$ cat config.mk
export PLATFORM = sky130hd
export DESIGN_NAME = compressor_serial_adder
export DESIGN_NICKNAME = d
export VERILOG_FILES = /design/src/rtl/compressor_serial_adder.sv
export SDC_FILE = /design/constraint.sdc
export NUM_CORES = 1
export LEC_CHECK = 0
export CORE_ASPECT_RATIO = 1.1
export CORE_UTILIZATION = 35
export CTS_CLUSTER_DIAMETER = 120
export DETAILED_ROUTE_END_ITERATION = 8
export PLACE_DENSITY_LB_ADDON = 0.05
export SETUP_SLACK_MARGIN = 0.05
export SLEW_MARGIN = 20
export SYNTH_ARGS = -nofsm -noshare
export SYNTH_HDL_FRONTEND = slang
export SYNTH_SLANG_ARGS = --single-unit
$ cat constraint.sdc
create_clock -name clk -period 2.5 [get_ports clk]
set_input_delay 0.25 -clock clk [delete_from_list [all_inputs] [get_ports clk]]
set_output_delay 0.25 -clock clk [all_outputs]
set_load 0.005 [all_outputs]
$ cat src/rtl/compressor_serial_adder.sv
// Bit-serial four-operand adder: one 4:2 compressor column per clock, LSB first,
// with a same-cycle final propagate stage and valid/ready handshakes on both sides.
module compressor_serial_adder #(
    parameter int WIDTH = 8
) (
    input  logic             clk,
    input  logic             rst,
    input  logic             in_valid,
    output logic             in_ready,
    input  logic [WIDTH-1:0] op_a,
    input  logic [WIDTH-1:0] op_b,
    input  logic [WIDTH-1:0] op_c,
    input  logic [WIDTH-1:0] op_d,
    output logic             out_valid,
    input  logic             out_ready,
    output logic [WIDTH+1:0] result
);
    localparam int CW = $clog2(WIDTH + 3);
    localparam logic [CW-1:0] COL_LAST = CW'(WIDTH + 1);

    typedef enum logic [1:0] {IDLE, RUN, HOLD} state_t;

    state_t           state, state_next;
    logic             accept;
    logic [WIDTH-1:0] sa, sb, sc, sd;
    logic [CW-1:0]    col;
    logic             cin_r, cy_r, pc_r;
    logic             s1, co1, s_k, cy_k, res_k, pc_next;

    // 4:2 column cell: fa1 reduces a/b/c, fa2 folds in d and the previous column's co1.
    full_adder fa1 (.a(sa[0]), .b(sb[0]), .ci(sc[0]), .s(s1), .co(co1));
    full_adder fa2 (.a(s1), .b(sd[0]), .ci(cin_r), .s(s_k), .co(cy_k));

    always_comb begin
        res_k   = s_k ^ cy_r ^ pc_r;
        pc_next = (s_k & cy_r) | (s_k & pc_r) | (cy_r & pc_r);
    end

    always_ff @(posedge clk) begin
        if (rst) state <= IDLE;
        else     state <= state_next;
    end

    always_comb begin
        state_next = state;
        in_ready   = 1'b0;
        out_valid  = 1'b0;
        accept     = 1'b0;
        case (state)
            IDLE: begin
                in_ready = 1'b1;
                if (in_valid) begin
                    accept     = 1'b1;
                    state_next = RUN;
                end
            end
            RUN:  if (col == COL_LAST) state_next = HOLD;
            HOLD: begin
                out_valid = 1'b1;
                if (out_ready) state_next = IDLE;
            end
            default: state_next = IDLE;
        endcase
    end

    // Operands shift in zeros, so the two flush columns see all-zero operand bits.
    always_ff @(posedge clk) begin
        if (rst) begin
            sa     <= '0;
            sb     <= '0;
            sc     <= '0;
            sd     <= '0;
            cin_r  <= 1'b0;
            cy_r   <= 1'b0;
            pc_r   <= 1'b0;
            col    <= '0;
            result <= '0;
        end else if (accept) begin
            sa    <= op_a;
            sb    <= op_b;
            sc    <= op_c;
            sd    <= op_d;
            cin_r <= 1'b0;
            cy_r  <= 1'b0;
            pc_r  <= 1'b0;
            col   <= '0;
        end else if (state == RUN) begin
            sa     <= sa >> 1;
            sb     <= sb >> 1;
            sc     <= sc >> 1;
            sd     <= sd >> 1;
            cin_r  <= co1;
            cy_r   <= cy_k;
            pc_r   <= pc_next;
            col    <= col + 1'b1;
            result <= {res_k, result[WIDTH+1:1]};
        end
    end
endmodule

module full_adder (
    input  logic a,
    input  logic b,
    input  logic ci,
    output logic s,
    output logic co
);
    assign s  = a ^ b ^ ci;
    assign co = (a & b) | (a & ci) | (b & ci);
endmodule
Fig. 1: register map, names as in the netlist
Bar = 20 um. Other sequential cells in the stronger gray, the rest of the logic in the fainter gray.
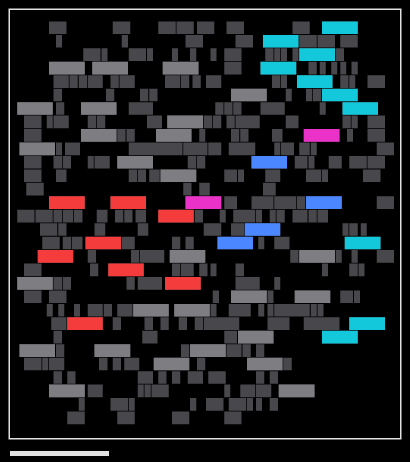
| color | signal | placed flops |
|---|---|---|
| cyan | result | 10 |
| magenta | state | 2 |
| blue | col | 4 |
| red | sc | 8 |
not colored: 27
Seq area share: 35.20%
sequential power: 0.000895 W
Final Util: 46.55%

Fig. 2: routed metal per tile
16 x 17 tiles, from dark purple (low) to yellow (high), scaled to the fullest tile. Values are wire area over tile area, all layers added.
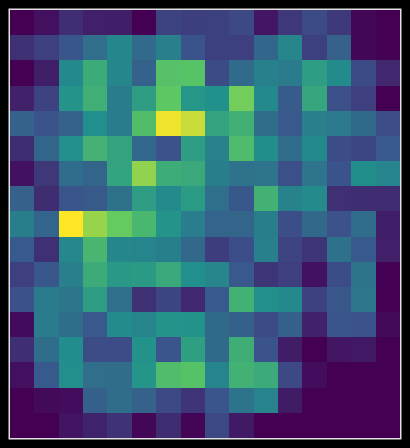
emptiest ninth of the die: lower right
fullest tile: 0.38
mean over tiles: 0.12
nearly empty tiles: 11%
tiles over half the peak: 18%
total detailed-routing wirelength: 5.278 mm
WL/cell: 13.53 um
number of vias in the routed layout: 1964
GRT Total Usage: 17.00%

==> metrics.yaml <==
setup_path:
  rr_worst_depth: 7
  timing.rr.end: "result[9]"
  cp_data_required_time_ns: 2.72
  path_class: "reg -> reg"
  critical_path_arrival_ns: 2.45
  regToRegStartpoint: "sc[0]"
  r2r_setup_slack_ns: 0.27
  critPathMaxFanout: 2
  crit_path_end_kind: "flop"
  critPathLaunchType: "flop"
synthesis:
  ys_area_mm2: 0.002275
  top_area_cell: "dfxtp_1"
  synthCells: 268
  ys_sh_xor_pct: 0.7701
  fa_ha_area_share_pct: 3.740
  netlist_area_mm2: 0.002275
  numSynthFlops: 51
  most_common_cell: "dfxtp_1"
  yosys_cells: 268
  muxShareOfSynthArea_pct: 0
  edf_count: 0
  ys_async_sr_fraction_pct: 0
  simple_gate_share_pct: 12.38
  synth_cell_types: 32
  syn_nets: 309
  synthTopCellsByCount: "51 x dfxtp_1, 43 x a21oi_1, 32 x o21ai_0"
  synthTopLogicFamily: "AND-OR/OR-AND gates"
  syn_avg_cell_area_um2: 8.488
  yosysWarnings: 0
  top_cell_area_share_pct: 44.88
  compound_area_share_pct: 30.20
  flop_cell: "dfxtp_1"
  ys_top_cells_by_area: "dfxtp_1 45%, a21oi_1 9.5%, o2bb2ai_1 8.1%"
  ys_seq_share_pct: 44.88
routing:
  top_layer: "met4"
  routed-wl-met3_um: 190
  ant_nets: 0
  first_pass_iters: 4
  vias_per_cell: 5.036
  drc: 0
  drt_iter0_markers: 68
  m1WireLength_mm: 2.605
  met2_length_mm: 2.435
die:
  num_rows: 30
  fp.dieH_um: 86.55
  dieWidth_um: 78.87
  core_area_mm2: 0.006231
  num_io_pins: 48
  fp_util_pct: 36.51
  die_area_mm2: 0.006826
cells_and_area:
  final_area_mm2: 0.002900
  antenna_cells: 0
  layout_top_cell: "dfxtp_1"
  layout-drive-gt1-share_pct: 8.065
  final_cell_mix: "51 x dfxtp_1, 47 x clkdlybuf4s50_1, 43 x a21oi_1, 32 x o21ai_0, 30 x nor2_1"
  syn2layout_area_growth_pct: 27.50
  nNetsFinal: 350
  fillCellCount: 654
global_route:
  busiest_layer: "met2"
  grt_max_degree: 30
  antenna_found_initial: 0
  grt_overflow: 0
  grt_pass1_wl_mm: 9.025
  use_met1_pct: 23.39
  grt.met3_usage_pct: 3.474
  use_met2_pct: 27.19
  grt_pass1_vias: 1880
placement:
  io_buffers: 47
  dpl_cell_area_mm2: 0.002783
  dp_hpwl_mm: 3.531
  place_congestion: 0.7061
  place_ws_ns: 0.2728
pwr:
  power_density_mw_per_mm2: 613.1
  ir_drop_uv: 333.0
  p_leak_nw: 1.048
sta:
  slew_viol_final: 0
  setup_tns_ns: 0
  holdWs_ns: 0.4679
  maxSlewHeadroom_pct: 65.31
  hold_viol_final: 0
  finalSetupViolations: 0
  max_freq_mhz: 448.9
  finalCritPeriodShare_pct: 89.10
  worst_slew_pin_slew_ns: 0.5196
  period_needed_ns: 2.228
  clock_skew_ns: 0.008683
  rsz0062_at_grt: "no"
  final.setup.worst_slack_ns: 0.2724
clocking:
  cts-root-buf: "clkbuf_8"
  clockBufferDepth: 2
  cts-resized-gates: 0
  cts_buffers: 5
  clock_latency_ns: 0.31
  cts.sinks: 51
  htreeDepth: 2
  path_clk_slew_ns: 0.09
  cts_tree: "done"
  ctsHoldBuffers: 0
  postCtsSetupBuffers: 0
min_path:
  whs_path_depth: 2
  hold_class: "reg -> reg"
  worstHoldEndpoint: "cy_r"
  min_from: "cy_r"
run_status:
  outcome: "completed"
run:
  max_cap_viol_count: 0
  warnings: 27
## state kept, by name (all words and copies together) (netlist names)
name and flops:
sc 8, sd 8, state 2, cin_r 1, sa 8, result 10, pc_r 1, cy_r 1
col 4, sb 8
## worst max-delay path, stage by stage, from the launching register on
cell      delay [ns]
dfxtp_1         0.33
inv_1           0.06
fa_1            0.54
inv_1           0.05
fa_1            0.47
inv_1           0.05
fa_1            0.43
a211oi_1        0.22
## cell type report
| type | instances | area, um^2 | share of cell area [%] |
|---|---|---|---|
| multi-input combinational | 182 | 1071 | 36.93 |
| clock buffer | 6 | 82.58 | 2.847 |
| tap | 80 | 100.1 | 3.451 |
| inverter | 12 | 45.04 | 1.553 |
| clock inverter | 2 | 35.03 | 1.208 |
| timing repair buffer | 57 | 545.5 | 18.81 |
| sequential | 51 | 1021 | 35.20 |
## metrics by stage
stage / utilization (%) / instances / total power (W)
after floorplan: - / 268 / 0.001086
after global placement: 44.66 / 382 / 0.001192
after detailed placement: 44.66 / 382 / 0.001195
after CTS: 46.55 / 390 / 0.001798
after global routing: 46.55 / 390 / 0.001861
final: 46.55 / 390 / 0.001778
## how the worst max path moves through the flow
stage | from | depth (start not counted) | endpoint | slack, ns
2_1_floorplan | sc[0] | 7 | result[9] | 0.40
3_3_place_gp | sc[0] | 7 | result[9] | 0.37
3_5_place_dp | sc[0] | 7 | result[9] | 0.27
4_1_cts | sc[0] | 7 | result[9] | 0.25
5_1_grt | sc[0] | 7 | result[9] | 0.1
6_report | sc[0] | 7 | result[9] | 0.27
## report_power, final
part / switching (W) / internal [W] / total [W]
logic: 0.000137 / 0.000140 / 0.000277
registers: 0.0000289 / 0.000866 / 0.000895
clock network: 0.000282 / 0.000324 / 0.000606
total: 0.000448 / 0.00133 / 0.00178
No activity file was given, so power comes from the tool's default toggle rates.
